===== src/rtl/display_pkg.sv =====
// display_pkg: shared state encoding and segment constants for the
// multiplexed 7-segment display driver.
package display_pkg;

   // One-hot scan phases.
   typedef enum logic [2:0] {
      ST_CHARGE = 3'b001,
      ST_SHOW   = 3'b010,
      ST_DISCH  = 3'b100
   } state_e;

   // Active-low segment patterns {g,f,e,d,c,b,a}.
   localparam logic [6:0] SEG_DASH = 7'b0111111;
   localparam logic [6:0] SEG_DARK = 7'h7F;

endpackage : display_pkg


===== src/rtl/hex7seg.sv =====
// hex7seg: combinational hex nibble to active-low 7-segment glyph.
//   nib   in  4  hex value
//   glyph out 7  segments {g,f,e,d,c,b,a}, active low
module hex7seg (
   input  logic [3:0] nib,
   output logic [6:0] glyph
);

   always_comb begin
      glyph = 7'h7F;
      case (nib)
         4'h0: glyph = 7'b1000000;
         4'h1: glyph = 7'b1111001;
         4'h2: glyph = 7'b0100100;
         4'h3: glyph = 7'b0110000;
         4'h4: glyph = 7'b0011001;
         4'h5: glyph = 7'b0010010;
         4'h6: glyph = 7'b0000010;
         4'h7: glyph = 7'b1111000;
         4'h8: glyph = 7'b0000000;
         4'h9: glyph = 7'b0010000;
         4'hA: glyph = 7'b0001000;
         4'hB: glyph = 7'b0000011;
         4'hC: glyph = 7'b1000110;
         4'hD: glyph = 7'b0100001;
         4'hE: glyph = 7'b0000110;
         4'hF: glyph = 7'b0001110;
         default: glyph = 7'h7F;
      endcase
   end

endmodule : hex7seg


===== src/rtl/display_mux.sv =====
// display_mux: time-multiplexed common-anode 7-segment driver.
// Each digit cycles CHARGE -> SHOW -> DISCHARGE; the anode is lit only in SHOW.
// Loaded values sit in a pending set and move to the active set at frame
// boundaries so a frame is never a mix of old and new data.
//   clk, rst_n   clock, async active-low reset
//   d            4*DIGITS hex nibbles, digit 0 rightmost
//   is_d         1 = show d, 0 = dashes
//   dp, blank    per-digit decimal point / blanking
//   lz           leading-zero suppression enable
//   load         strobe capturing d/is_d/dp/blank/lz into the pending set
//   an           anode enables (active low, registered)
//   seg, dp_n    segments / decimal point (active low, combinational)
//   frame_start  pulse in the cycle after digit 0 enters CHARGE
module display_mux
   import display_pkg::*;
#(
   parameter int unsigned DIGITS     = 4,
   parameter int unsigned CHARGE_CYC = 1024,
   parameter int unsigned SHOW_CYC   = 14336,
   parameter int unsigned DISCH_CYC  = 1024,
   parameter int unsigned CTR_W      = 14
) (
   input  logic                  clk,
   input  logic                  rst_n,
   input  logic [4*DIGITS-1:0]   d,
   input  logic                  is_d,
   input  logic [DIGITS-1:0]     dp,
   input  logic [DIGITS-1:0]     blank,
   input  logic                  lz,
   input  logic                  load,
   output logic [DIGITS-1:0]     an,
   output logic [6:0]            seg,
   output logic                  dp_n,
   output logic                  frame_start
);

   localparam int unsigned IDX_W = (DIGITS > 1) ? $clog2(DIGITS) : 1;
   localparam logic [IDX_W-1:0] LAST_IDX = IDX_W'(DIGITS - 1);

   state_e               state;
   logic [CTR_W-1:0]     ctr;
   logic [IDX_W-1:0]     idx;
   logic                 frame_bnd;

   logic [4*DIGITS-1:0]  act_d,     pend_d;
   logic                 act_is_d,  pend_is_d;
   logic [DIGITS-1:0]    act_dp,    pend_dp;
   logic [DIGITS-1:0]    act_blank, pend_blank;
   logic                 act_lz,    pend_lz;

   logic [DIGITS-1:0]    lead_zero;
   logic                 zrun;
   logic [3:0]           cur_nib;
   logic [6:0]           cur_glyph;
   logic                 suppressed;

   // Wrap from the last digit back to digit 0 at the end of DISCHARGE.
   assign frame_bnd = (state == ST_DISCH) && (ctr == '0) && (idx == LAST_IDX);

   // Scan FSM, phase counter, digit index and anode drive.
   always_ff @(posedge clk or negedge rst_n) begin
      if (!rst_n) begin
         state       <= ST_DISCH;
         ctr         <= '0;
         idx         <= LAST_IDX;
         an          <= '1;
         frame_start <= 1'b0;
      end else begin
         frame_start <= frame_bnd;
         if (ctr != '0) begin
            ctr <= ctr - CTR_W'(1);
         end else begin
            case (state)
               ST_CHARGE: begin
                  state <= ST_SHOW;
                  ctr   <= CTR_W'(SHOW_CYC);
                  an    <= ~(DIGITS'(1) << idx);
               end
               ST_SHOW: begin
                  state <= ST_DISCH;
                  ctr   <= CTR_W'(DISCH_CYC);
                  an    <= '1;
               end
               ST_DISCH: begin
                  state <= ST_CHARGE;
                  ctr   <= CTR_W'(CHARGE_CYC);
                  idx   <= (idx == LAST_IDX) ? '0 : idx + IDX_W'(1);
                  an    <= '1;
               end
               default: begin
                  state <= ST_DISCH;
                  ctr   <= '0;
                  an    <= '1;
               end
            endcase
         end
      end
   end

   // Shadow registers: a load on the boundary edge bypasses straight to active.
   always_ff @(posedge clk or negedge rst_n) begin
      if (!rst_n) begin
         pend_d     <= '0;
         pend_is_d  <= 1'b0;
         pend_dp    <= '0;
         pend_blank <= '0;
         pend_lz    <= 1'b0;
         act_d      <= '0;
         act_is_d   <= 1'b0;
         act_dp     <= '0;
         act_blank  <= '0;
         act_lz     <= 1'b0;
      end else begin
         if (load) begin
            pend_d     <= d;
            pend_is_d  <= is_d;
            pend_dp    <= dp;
            pend_blank <= blank;
            pend_lz    <= lz;
         end
         if (frame_bnd) begin
            act_d     <= load ? d     : pend_d;
            act_is_d  <= load ? is_d  : pend_is_d;
            act_dp    <= load ? dp    : pend_dp;
            act_blank <= load ? blank : pend_blank;
            act_lz    <= load ? lz    : pend_lz;
         end
      end
   end

   // lead_zero[k]: nibbles DIGITS-1..k are all zero; digit 0 never qualifies.
   always_comb begin
      lead_zero = '0;
      zrun      = 1'b1;
      for (int i = DIGITS - 1; i >= 1; i--) begin
         zrun         = zrun & (act_d[4*i +: 4] == 4'h0);
         lead_zero[i] = zrun;
      end
   end

   assign cur_nib    = act_d[{idx, 2'b00} +: 4];
   assign suppressed = act_lz & act_is_d & lead_zero[idx];

   hex7seg u_hex7seg (
      .nib   (cur_nib),
      .glyph (cur_glyph)
   );

   // Segment priority: blank, then suppression, then dash, then glyph.
   always_comb begin
      seg  = SEG_DARK;
      dp_n = 1'b1;
      if (!act_blank[idx]) begin
         dp_n = ~act_dp[idx];
         if (suppressed) begin
            seg = SEG_DARK;
         end else if (!act_is_d) begin
            seg = SEG_DASH;
         end else begin
            seg = cur_glyph;
         end
      end
   end

endmodule : display_mux


===== config.mk =====
export PLATFORM = sky130hd
export DESIGN_NAME = display_mux
export DESIGN_NICKNAME = d
export VERILOG_FILES = /design/src/rtl/display_pkg.sv /design/src/rtl/hex7seg.sv /design/src/rtl/display_mux.sv
export SDC_FILE = /design/constraint.sdc
export NUM_CORES = 1
export LEC_CHECK = 0
export CORE_ASPECT_RATIO = 0.8
export CORE_MARGIN = 8
export CORE_UTILIZATION = 55
export DETAILED_ROUTE_END_ITERATION = 10
export PLACE_DENSITY = 0.86
export SLEW_MARGIN = 20
export SYNTH_ARGS = -nofsm -noshare
export SYNTH_HDL_FRONTEND = slang
export SYNTH_HIERARCHICAL = 1
export SYNTH_SLANG_ARGS = --single-unit

===== constraint.sdc =====
create_clock -name clk -period 8.2 [get_ports clk]
set_input_delay 0.82 -clock clk [delete_from_list [all_inputs] [get_ports clk]]
set_output_delay 0.82 -clock clk [all_outputs]
set_load 0.005 [all_outputs]

Figure 1. Met1 routing (run 1).
Bar = 20 um. Cells faint in the background.
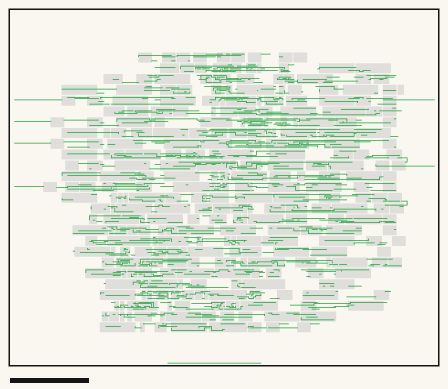
share of all routed wire: 47%
nets with wire on the layer: 312
wire length on this layer: 3,320 um
main direction: horizontal
longest straight run: 32.7 um

Figure 2. M2 wires (run 1).
Bar = 20 um. Cells faint in the background.
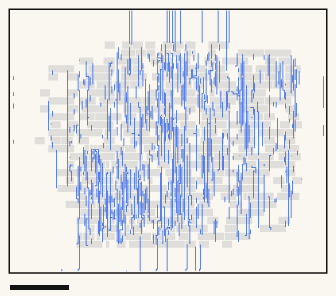
wire length on this layer: 3,200 um
main direction: vertical
M2 GR Usage: 23.71%
Total Wirelength: 7001 um
via count: 2,249

Figure 3. M3 wires (run 1).
Bar = 20 um. Cells faint in the background.
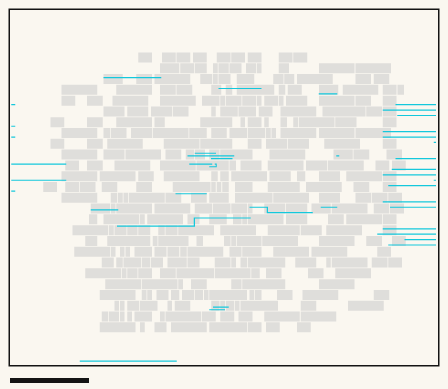
nets with wire on the layer: 33
longest straight run: 24.1 um
main direction: horizontal
share of all routed wire: 5.2%
met3 GRT Util: 5.187%

Figure 4. Pin placement (run 1).
Bar = 20 um. Pins as bars across the die edge, other pins in gray.
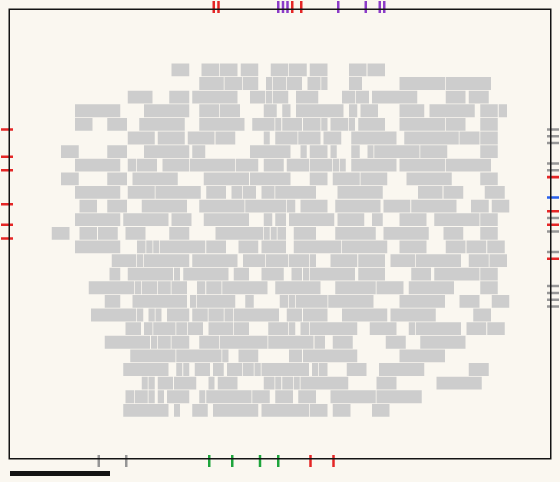
[red] `d` | pins: 16 | direction: input | edge: 6 west, 4 east, 4 north, 2 south
[blue] `dp_n` | pins: 1 | direction: output | edge: east
[green] `an` | pins: 4 | direction: output | edge: south
[purple] `seg` | pins: 7 | direction: output | edge: north
all pins by edge: 17 east, 11 north, 8 south, 6 west
Die Y: 89.48 um
die width: 107.9 um

==> GITHUB_STEP_SUMMARY, run 1 <==
### Metrics collected by this job

| Metric | Value |
|---|---|
| I/O Pins | `42` |
| Lkg Pwr | `1.959 nW` |
| Setup CP Type | `flop to primary output` |
| Max transition margin | `34.87%` |
| ANT nets after route | `0` |
| Post-CTS setup buffers | `0` |
| Routed WL per cell | `roughly 17 um` |
| CP required | `around 7.4 ns` |
| Hold slack | `0.5020 ns` |
| Core Util, Final | `67.88%` |
| Final setup vio count | `0` |
| Peak Freq | `239.1 MHz` |
| Worst EP arrival | `3.36 ns` |
| Number of enable flip-flop cells | `0` |
| PortBufs | `41` |
| Final worst slack | `4.017 ns` |
| CTS H-tree lvls | `3` |
| Worst-path fanout max | `11` |
| Logic area | `1694 sq um` |
| Ys flop type | `dfrtp_1` |
| Ant. Diodes | `0` |
| Final Hold Violating Endpoints | `0` |
| Gp weighted congestion | `between 0.8 and 0.9` |
| Post-Syn Area | `3712 sq um` |
| Initial Util | `57.34%` |
| Yosys chip area | `3712 sq um` |
| Worst setup SP type | `flop` |
| Final routed DRC violation total | `0` |
| Setup WS pre-CTS | `4.424 ns` |
| Pwr per Cell Area | `186.2 nW/um^2` |
| Cell Area, Placed | `4149 sq um` |
| Initial antenna violation count | `0` |
| Slew Limit Fails | `0` |
| Asr flop ratio synth | `100.0%` |
| DR iter-0 viols | `165` |
| Tool warnings | `36` |
| Reg area | `1911 sq um` |
| Total gr overflow | `0` |
| Crit end category | `primary output` |
| Status | `finished clean` |
| Root Buffer | `clkbuf_8` |
| Syn_area_per_cell | `13.50 sq um` |
| Final HPWL from detailed placement | `4706 um` |
| Core ar. | `6474 sq um` |
| Vias in the first global route | `2,256` |
| Syn nets | `around 320` |
| Global-route wire length before repair | `11,720 um` |
| R2R Setup Slk | `5.02 ns` |
| Cycle use final | `a little over 50%` |
| Final min period | `4.183 ns` |
| Final #Nets | `around 360` |
| Setup Total Neg Slack | `0 ns` |
| Cell count after synthesis | `275` |
| # clock sinks | `76` |
| Reg clk slew, reported paths | `0.08 ns` |
| Clk buf depth | `2` |
| Layout cells sized above 1 | `approximately 30%` |
| Slew of the pin with the lowest slew margin | `a little under 1 ns` |
| Max VDD drop | `98.78 uV` |
| Number of cells in Yosys stat | `275` |
| Most instantiated logic cells after routing | `dfrtp_1, mux2_2, clkdlybuf4s50_1` |
| Maximum number of pins on one net before global-route repair | `77` |
| # resized after CTS | `0` |
| Total track usage | `15.93%` |
| Fillers | `444` |
| CTS tree | `built` |
| FP Rows | `26` |
| TritonCTS Buffers | `9` |
| Die area | `9651 sq um` |
| Clock Skew | `0.01238 ns` |
| Clk_lat worst skew | `between 0.3 and 0.4 ns` |
| Vias per Instance | `about 5.6` |
| Synth flops | `about 76` |
| Hold Crit Class | `flop to flop` |
| First-pass DRT Iterations | `4` |
| Most frequent logic cell in the layout | `dfrtp_1` |
| Unique cell types | `around 45` |
| Max Cap Viol | `0` |
| Unrepaired setup endpoints after global routing | `false` |
| Warnings from Yosys | `6` |
| Post-CTS Hold Buffers | `0` |
| Final Instance Area | `4394 sq um` |
| Seq/Total Area, Yosys | `about half` |
| Area delta synth->final | `18.37%` |
run 1: layout make-up:
cell class	count	share of cell area, %
Clock buffer	10	2.904
Clock inverter	6	2.534
Inverter	10	0.8542
Multi-Input combinational cell	176	38.55
Sequential cell	76	43.48
Tap cell	84	2.392
Timing Repair Buffer	42	9.282
run 1: state kept, by name (all words and copies together) (netlist names), 2 cells and up:
name and flops:
act_dp 4, ctr 14, pend_d 16, act_blank 4, an 4, pend_dp 4, idx 2, act_d 16
pend_blank 4, state 3
run 1: worst max-delay path, stage by stage, from the launching register on:
cell and delay [ns]:
dfstp_2 0.71, mux4_2 0.62, inv_1 0.18, ha_1 0.21, and2b_2 0.23, or3b_1 0.36, o21ai_0 0.07, nand3b_1 0.13
clkdlybuf4s50_1 0.51
run 1: metal layers:
layer	wire, um	track usage, %	share of wire, %	vias to the layer above
met1	3321	20.93	47	1132
met4	108	6.784	1.5	0
met5	0	0	0	-
met3	367	5.187	5.2	8
li1	-	-	-	1057
met2	3204	23.71	46	52
run 1: logic make-up (layout without fill, tap and decap cells):
kind of cell             count (synthesis)  count (layout)  share of synthesized area, %
adder cells (fa/ha/maj)                 13              13                         4.382
AND-OR/OR-AND                           21              21                         3.674
XOR/XNOR                                10              10                         2.359
buffers and inverters                   23              68                         3.067
multiplexers                            70              70                         25.24
AND/OR/NAND/NOR                         62              62                         9.808
flip-flops                              76              76                         51.47
run 1: synthesized netlist by cell type, types with 2 or more instances:
master	number	area, sq um
nand2b_1	2	12.51
mux2_2	40	450.4
mux4_2	6	135.1
clkbuf_1	6	22.52
nand3_1	3	15.01
nand2_1	8	30.03
inv_1	10	37.54
nand3b_1	7	52.55
a31oi_1	6	37.54
nor2_1	24	90.09
o21ai_0	5	25.02
nor3b_1	2	15.01
mux2_4	19	285.3
ha_1	13	162.7
a22o_1	2	17.52
mux2i_1	4	40.04
xnor2_1	5	43.79
xor2_1	5	43.79
a21oi_1	4	20.02
dfrtp_1	69	1727
dfstp_2	7	183.9
buf_1	2	7.510
nor3_1	2	10.01
buf_6	3	33.78
run 1: final timing paths:
path	depth (start not counted)	end	startpoint
worst max-delay path	8	seg[0]	idx[0]
worst min-delay path	1	pend_d[5]	pend_d[5]
worst max register to register	6	act_d[13]	ctr[0]
worst min register to register	1	pend_d[5]	pend_d[5]
max in group asynchronous	2	pend_d[14]	rst_n
min in group asynchronous	2	ctr[0]	rst_n
run 1: per-stage QoR:
step | cells | total power, mW
6_report | 404 | 0.8183
5_1_grt | 404 | 0.8498
4_1_cts | 404 | 0.8254
3_5_place_dp | 388 | 0.4844
3_3_place_gp | 388 | 0.4818
2_1_floorplan | 275 | 0.4491
run 1: report_power, final:
group	internal (mW)	leakage, nW	switching [mW]
clock network	0.203	0.117	0.139
registers	0.394	0.914	0.00860
logic	0.0439	0.928	0.0304
Figure 5. Track usage over the die (run 1).
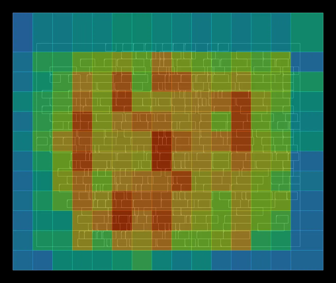

==> run 1 -> run 2 <==
==> constraint.sdc (replaced) <==
create_clock -name clk -period 4 [get_ports clk]
set_input_delay 0.4 -clock clk [delete_from_list [all_inputs] [get_ports clk]]
set_output_delay 0.4 -clock clk [all_outputs]
set_load 0.005 [all_outputs]
Figure 6. Track usage over the die (run 2).
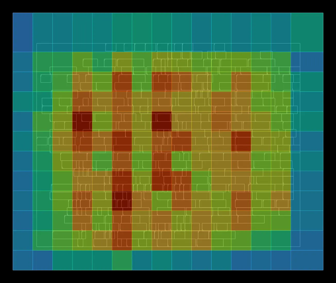
Top Usage Layer GRT: met2
total track usage: 15.96%

==> run 2 against run 1 <==
Register-to-register slack lost 3.3 ns. Wire length shrank 0.57%. Non-clock buffer count grew 2. Largest cell class unchanged.
==> GITHUB_STEP_SUMMARY, run 2 <==
### Metrics collected by this job

| Metric | Value |
|---|---|
| Syn_area_per_cell | `13.50 sq um (unchanged)` |
| Clk_lat worst skew | `0.36 ns (about the same)` |
| Vias per Instance | `5.520 (-0.85%)` |
| Vias in the first global route | `2,313 (+2.5%)` |
| Unrepaired setup endpoints after global routing | `false` |
| FA/HA/MAJ Cells, Area Fraction | `4.382% (unchanged)` |
| Most frequent logic cell in the layout | `dfrtp_1` |
| Gp weighted congestion | `0.8572 (+0.16%)` |
| First-pass DRT Iterations | `4 (unchanged)` |
| ANT nets after route | `0 (unchanged)` |
| Worst-path fanout max | `11 (unchanged)` |
| Final HPWL from detailed placement | `4914 um (+4.4%)` |
| Warnings from Yosys | `6 (unchanged)` |
| Critical-path cell list | `mux4_2 > inv_1 > ha_1 > and2b_2 > or3b_1 > o21ai_0 > nand3b_1 > clkdlybuf4s50_1` |
| Max transition margin | `38.66% (+3.8 points)` |
| Largest logic family | `multiplexers` |
| Root Buffer | `clkbuf_8` |
| Reg area | `1911 sq um (unchanged)` |
| Max VDD drop | `217.0 uV (+120%)` |
| Worst setup SP type | `flop` |
| MUX area fraction | `25.24% (unchanged)` |
| Global-route wire length before repair | `11,850 um (+1.1%)` |
| Die Y | `89.48 um (unchanged)` |
| Most instantiated logic cells after routing | `dfrtp_1, mux2_2, clkdlybuf4s50_1` |
| Largest stage delay on the critical path | `0.71 ns (about the same)` |
| Number of cells in Yosys stat | `275 (unchanged)` |
| CTS tree | `built` |
| Yosys chip area | `3712 sq um (unchanged)` |
| Slew of the pin with the lowest slew margin | `0.9117 ns (-0.06519 ns)` |
| Final routed DRC violation total | `0 (unchanged)` |
| Layout cells sized above 1 | `29.19% (-0.49 points)` |
| Final setup vio count | `0 (unchanged)` |
| Clk buf depth | `2 (unchanged)` |
| PortBufs | `41 (unchanged)` |
| Synth flops | `76 (unchanged)` |
| Post-Syn Area | `3712 sq um (unchanged)` |
| Fillers | `482 (+8.6%)` |
| # resized after CTS | `0 (unchanged)` |
| Yosys xor share | `2.359% (unchanged)` |
| Initial Util | `57.34% (unchanged)` |
| Reg clk slew, reported paths | `0.07 ns (about the same)` |
| Total gr overflow | `0 (unchanged)` |
| Number of enable flip-flop cells | `0 (unchanged)` |
| Routed WL per cell | `17.15 um (-1.1%)` |
| Max-area cell share | `46.51% (unchanged)` |
| Post-CTS Hold Buffers | `0 (unchanged)` |
| Largest registers | `act_d (16), pend_d (16), ctr (14)` |
| Logic area | `1688 sq um (-0.37%)` |
| Tool warnings | `36 (unchanged)` |
| Peak Freq | `266.0 MHz` |
| Setup Total Neg Slack | `0 ns (unchanged)` |
| Final #Nets | `359 (+0.56%)` |
| Max Cap Viol | `0 (unchanged)` |
| Syn nets | `317 (unchanged)` |
| # clock sinks | `76 (unchanged)` |
| Total Wirelength | `6961 um (-0.57%)` |
| Most frequent cell after synthesis | `dfrtp_1` |
| Top cells by count, synth | `dfrtp_1, mux2_2, nor2_1, mux2_4, ha_1` |
| TritonCTS Buffers | `9 (unchanged)` |
| Die area | `9651 sq um (unchanged)` |
| CP required | `3.60 ns (-3.78 ns)` |
| Seq/Total Area, Yosys | `51.47% (unchanged)` |
| Cell accounting for the most synthesized area | `dfrtp_1` |
| Simple share | `9.808% (unchanged)` |
| Maximum number of pins on one net before global-route repair | `47 (-39%)` |
| Setup CP Type | `flop to primary output` |
| Status | `finished clean` |
| Asr flop ratio synth | `100.0% (unchanged)` |
| Final Hold Violating Endpoints | `0 (unchanged)` |
| Core ar. | `6474 sq um (unchanged)` |
| Top post-synthesis cells by area | `dfrtp_1, mux2_2, mux2_4, dfstp_2, ha_1` |
| Unique cell types | `45 (unchanged)` |
| Clock Skew | `0.01050 ns (-0.001877 ns)` |
| Hold slack | `0.07901 ns (-0.4230 ns)` |
| FP Rows | `26 (unchanged)` |
| Final min period | `3.759 ns` |
| Initial antenna violation count | `0 (unchanged)` |
| Hold Crit Class | `input port to asynchronous set/reset pin` |
| Crit end category | `primary output` |
-- run 2: cell families after synthesis --
group,count (synthesis)
AND-OR/OR-AND,21
XOR/XNOR,10
adder cells (fa/ha/maj),13
buffers and inverters,23
flip-flops,76
multiplexers,70
AND/OR/NAND/NOR,62
-- run 2: stage by stage --
stage / setup WS (ns) / power (mW) / utilization (%) / cells / instance area, sq um
after CTS: 0.2316 / 1.551 / 67.24 / 406 / 4353
after floorplan: 1.006 / 0.9207 / - / 275 / 3712
after global placement: 0.7042 / 0.9881 / 64.40 / 390 / 4169
after detailed placement: 0.6280 / 0.9951 / 64.40 / 390 / 4169
after global routing: 0.08536 / 1.612 / 67.24 / 406 / 4353
final: 0.2410 / 1.531 / 67.24 / 406 / 4353
-- run 2: critical path, delay by kind of cell (launching register included) --
kind	cells	cell delay, ns
simple gates	3	0.72
flops	1	0.71
buf+inv	2	0.69
mux	1	0.61
compound gates	1	0.07
fa+ha+maj	1	0.20
-- run 2: path summary, 6_finish.rpt --
check                      cells past startpoint  startpoint  slack (ns)            to
max in group asynchronous                      2       rst_n        2.92        idx[1]
max reg2reg                                    6      ctr[0]        1.73  act_blank[3]
min reg2reg                                    1   pend_d[5]        0.50     pend_d[5]
min                                            1       rst_n        0.08        ctr[1]
max                                            8      idx[0]        0.24        seg[0]
min in group clk                               1   pend_d[5]        0.50     pend_d[5]
-- run 2: area by class of cell --
class / count / share of cell area (%)
clock buffer: 11 / 3.018
clock inverter: 5 / 1.207
inverter: 10 / 0.8623
multi-input combinational: 176 / 38.78
sequential: 76 / 43.89
tap: 84 / 2.414
timing repair buffer: 44 / 9.830
-- run 2: report_power, final --
| group | internal [mW] | switching (mW) |
|---|---|---|
| clock network | 0.285 | 0.267 |
| logic | 0.0911 | 0.0616 |
| registers | 0.808 | 0.0179 |
-- run 2: per-layer routing --
metal  vias up  routed length [um]  GRT usage, %
li1       1061                   -             -
met1      1123                3321         20.81
met2        53                3209         23.65
met3         4                 372         5.548
met4         0                  57         6.784
met5         -                   0             0
Figure 7. M3 wires (run 2).
Bar = 20 um. Cells faint in the background.
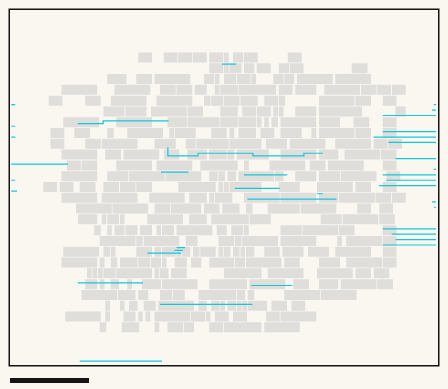

==> run 2 -> run 3 <==
--- a/config.mk
+++ b/config.mk
@@ -7,9 +7,9 @@
 export LEC_CHECK = 0
 export CORE_ASPECT_RATIO = 0.8
 export CORE_MARGIN = 8
-export CORE_UTILIZATION = 55
+export CORE_UTILIZATION = 56
 export DETAILED_ROUTE_END_ITERATION = 10
-export PLACE_DENSITY = 0.86
+export PLACE_DENSITY = 0.88
 export SLEW_MARGIN = 20
 export SYNTH_ARGS = -nofsm -noshare
 export SYNTH_HDL_FRONTEND = slang
Figure 8. M3 wires (run 3).
Bar = 20 um. Cells faint in the background.
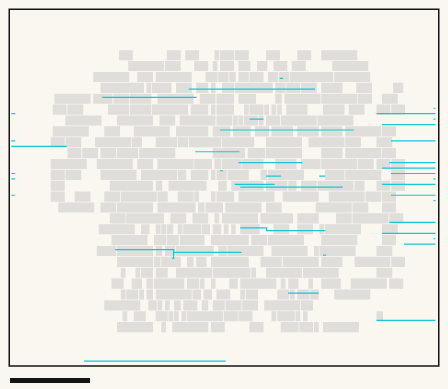
wire length on this layer: 418 um
nets with wire on the layer: 32
main direction: horizontal
Total Wirelength: 7103 um
met3 GRT Util: 4.949%
via count: 2,272

==> run 3 against run 2 <==
Cell count increased by 0.25%. Largest cell class unchanged. Synthesized area unchanged. Power increased by 8.6%.
==> GITHUB_STEP_SUMMARY, run 3 <==
### Metrics collected by this job

| Metric | Value |
|---|---|
| Largest registers | `act_d (16), pend_d (16), ctr (14)` |
| Pwr per Cell Area | `376.9 nW/um^2` |
| Number of cells in Yosys stat | `275 (unchanged)` |
| Number of enable flip-flop cells | `0 (unchanged)` |
| Die Y | `88.83 um (-0.73%)` |
| ANT nets after route | `0 (unchanged)` |
| Maximum number of pins on one net before global-route repair | `44 (-6.4%)` |
| Root Buffer | `clkbuf_8` |
| # resized after CTS | `0 (unchanged)` |
| Slew of the pin with the lowest slew margin | `1.024 ns (+0.1121 ns)` |
| Final min period | `3.739 ns (-0.01992 ns)` |
| Routed WL per cell | `17.45 um (+1.8%)` |
| Internal power | `1.315 mW (+11%)` |
| Slew Limit Fails | `0` |
| Max transition margin | `31.12% (-7.5 points)` |
| CP required | `3.60 ns (about the same)` |
| Area delta synth->final | `18.77%` |
| Ant. Diodes | `0` |
| Final HPWL from detailed placement | `5031 um (+2.4%)` |
| Placed cells | `391 (+0.26%)` |
| Unrepaired setup endpoints after global routing | `false` |
| I/O Pins | `roughly 42` |
| Ys flop type | `dfrtp_1` |
| Peak Freq | `267.4 MHz (+0.53%)` |
| Global-route wire length before repair | `11,810 um (-0.41%)` |
| Final routed DRC violation total | `0 (unchanged)` |
| Worst EP arrival | `3.34 ns` |
| Clock Skew | `0.008682 ns (-0.001823 ns)` |
| Final non-filler cell total | `407 (+0.25%)` |
| Largest logic family | `multiplexers` |
| Setup CP Type | `flop to primary output` |
| Clk_lat worst skew | `0.35 ns (about the same)` |
| Post-Syn Area | `3712 sq um (unchanged)` |
| CTS H-tree lvls | `3` |
| CTS tree | `built` |
| Syn nets | `317 (unchanged)` |
| Total track usage | `16.14% (+0.18 points)` |
| Tool warnings | `36 (unchanged)` |
| Cycle use final | `93.48%` |
| DR iter-0 viols | `between 90 and 100` |
| Hold Crit Class | `input port to asynchronous set/reset pin` |
| Synth flops | `76 (unchanged)` |
| Seq/Total Area, Yosys | `51.47% (unchanged)` |
| Die area | `9507 sq um (-1.5%)` |
| Final Hold Violating Endpoints | `0 (unchanged)` |
| Top post-synthesis cells by area | `dfrtp_1, mux2_2, mux2_4, dfstp_2, ha_1` |
| Setup WS pre-CTS | `0.6404 ns (+0.01240 ns)` |
| Hold slack | `0.1864 ns (+0.1074 ns)` |
| Final setup vio count | `0 (unchanged)` |
| Clk buf depth | `2 (unchanged)` |
| Yosys chip area | `3712 sq um (unchanged)` |
| Most frequent cell after synthesis | `dfrtp_1` |
| Area fraction in compound gates | `3.674%` |
| # clock sinks | `76 (unchanged)` |
| Simple share | `9.808% (unchanged)` |
| Top cells by count, synth | `dfrtp_1, mux2_2, nor2_1, mux2_4, ha_1` |
| Initial Util | `57.93% (+0.58 points)` |
| Yosys xor share | `2.359% (unchanged)` |
| Lkg Pwr | `roughly 2.0 nW` |
| Crit end category | `primary output` |
| TritonCTS Buffers | `9 (unchanged)` |
| Cell count after synthesis | `275` |
| MUX area fraction | `25.24% (unchanged)` |
| P_sw | `0.3468 mW (about the same)` |
| Most frequent logic cell in the layout | `dfrtp_1` |
| Most instantiated logic cells after routing | `dfrtp_1, mux2_2, clkdlybuf4s50_1` |
| Status | `finished clean` |
| Layout cells sized above 1 | `29.10% (-0.090 points)` |
| Vias in the first global route | `2,314 (+0.043%)` |
| Initial antenna violation count | `0 (unchanged)` |
| FP Rows | `26 (unchanged)` |
| Worst-path fanout max | `11 (unchanged)` |
| FA/HA/MAJ Cells, Area Fraction | `4.382% (unchanged)` |
| Setup Total Neg Slack | `0 ns (unchanged)` |
| FF-to-FF path depth | `6 (unchanged)` |
| Worst setup SP type | `flop` |
| Final worst slack | `0.2609 ns (+0.01992 ns)` |
| Clk pwr share | `41.0% (+4.9 points)` |
| Max-area cell share | `46.51% (unchanged)` |
| Asr flop ratio synth | `100.0% (unchanged)` |
| Gp weighted congestion | `0.8491 (-0.94%)` |
| PortBufs | `41 (unchanged)` |
| Warnings from Yosys | `6 (unchanged)` |
| First-pass DRT Iterations | `4 (unchanged)` |
| Post-CTS Hold Buffers | `0 (unchanged)` |
| Total gr overflow | `0 (unchanged)` |
| Reg clk slew, reported paths | `0.08 ns (about the same)` |
| Post-CTS setup buffers | `0` |
| Vias per Instance | `5.582 (+1.1%)` |
| Core ar. | `6409 sq um (-1.0%)` |
| Tot Pwr | `1.662 mW (+8.6%)` |
| Cell accounting for the most synthesized area | `dfrtp_1` |
| Die width | `107.0 um` |
| Unique cell types | `45 (unchanged)` |
| Net Sw Frac | `20.87% (-1.8 points)` |
| Gate power share | `9.3% (-0.7 points)` |
| Flop pwr share | `49.7% (-4.2 points)` |
| Syn_area_per_cell | `13.50 sq um (unchanged)` |
| Max VDD drop | `224.4 uV (+3.4%)` |
| Final #Nets | `360 (+0.28%)` |
| Max Cap Viol | `0 (unchanged)` |
-- run 3: netlist changes by cell type in the layout (fill, tap and decap cells not counted) --
cell,before,now
clkinv_2,3,0
clkbuf_1,2,3
buf_4,3,4
bufinv_16,1,3
-- run 3: final timing paths --
path,from,to,slack [ns]
worst min-delay path,rst_n,ctr[3],0.19
worst max-delay path,idx[0],seg[0],0.26
worst max register to register,ctr[0],act_d[14],1.48
min in group clk,ctr[0],ctr[0],0.49
worst min register to register,ctr[0],ctr[0],0.49
max in group asynchronous,rst_n,state[2],2.98
-- run 3: routing by layer --
metal,vias up,global-route usage [%],wire [um]
li1,1063,-,-
met4,0,7.516,106
met2,54,24.80,3316
met3,9,4.949,417
met5,-,0,0
met1,1146,20.49,3263
-- run 3: through the flow --
step           util, %  instance area (sq um)
2_1_floorplan        -                   3712
3_3_place_gp     65.17                   4177
4_1_cts          68.80                   4409
6_report         68.80                   4409
3_5_place_dp     65.17                   4177
5_1_grt          68.80                   4409
-- run 3: power by group through the flow --
| stage | Clock, mW | Sequential, mW | Combinational [mW] |
|---|---|---|---|
| floorplan | 0 | 0.831 | 0.0892 |
| global placement | 0 | 0.838 | 0.151 |
| detailed placement | 0 | 0.839 | 0.156 |
| CTS | 0.700 | 0.825 | 0.157 |
| global route | 0.730 | 0.830 | 0.170 |
| finish | 0.682 | 0.825 | 0.155 |
-- run 3: cell families (layout without fill, tap and decap cells) --
logic type               Yosys count  count (layout)
buffers and inverters             23              71
adder cells (fa/ha/maj)           13              13
multiplexers                      70              70
XOR/XNOR                          10              10
AND/OR/NAND/NOR                   62              62
flip-flops                        76              76
AND-OR/OR-AND                     21              21
-- run 3: area by class of cell --
class | instances | area (sq um)
clock buffers | 12 | 135.1
clock inverters | 4 | 97.59
fillers | 451 | 1999
inverters | 10 | 37.54
multi-input cells | 176 | 1688
flip-flops and latches | 76 | 1911
well taps | 84 | 105.1
repair buffers | 45 | 435.4
-- run 3: critical path, stage by stage, from the launching register on --
cell and delay, ns:
dfstp_2 0.70, mux4_2 0.61, inv_1 0.18, ha_1 0.21
and2b_2 0.23, or3b_1 0.36, o21ai_0 0.07, nand3b_1 0.12
clkdlybuf4s50_1 0.52
No activity file was given, so power comes from the tool's default toggle rates.
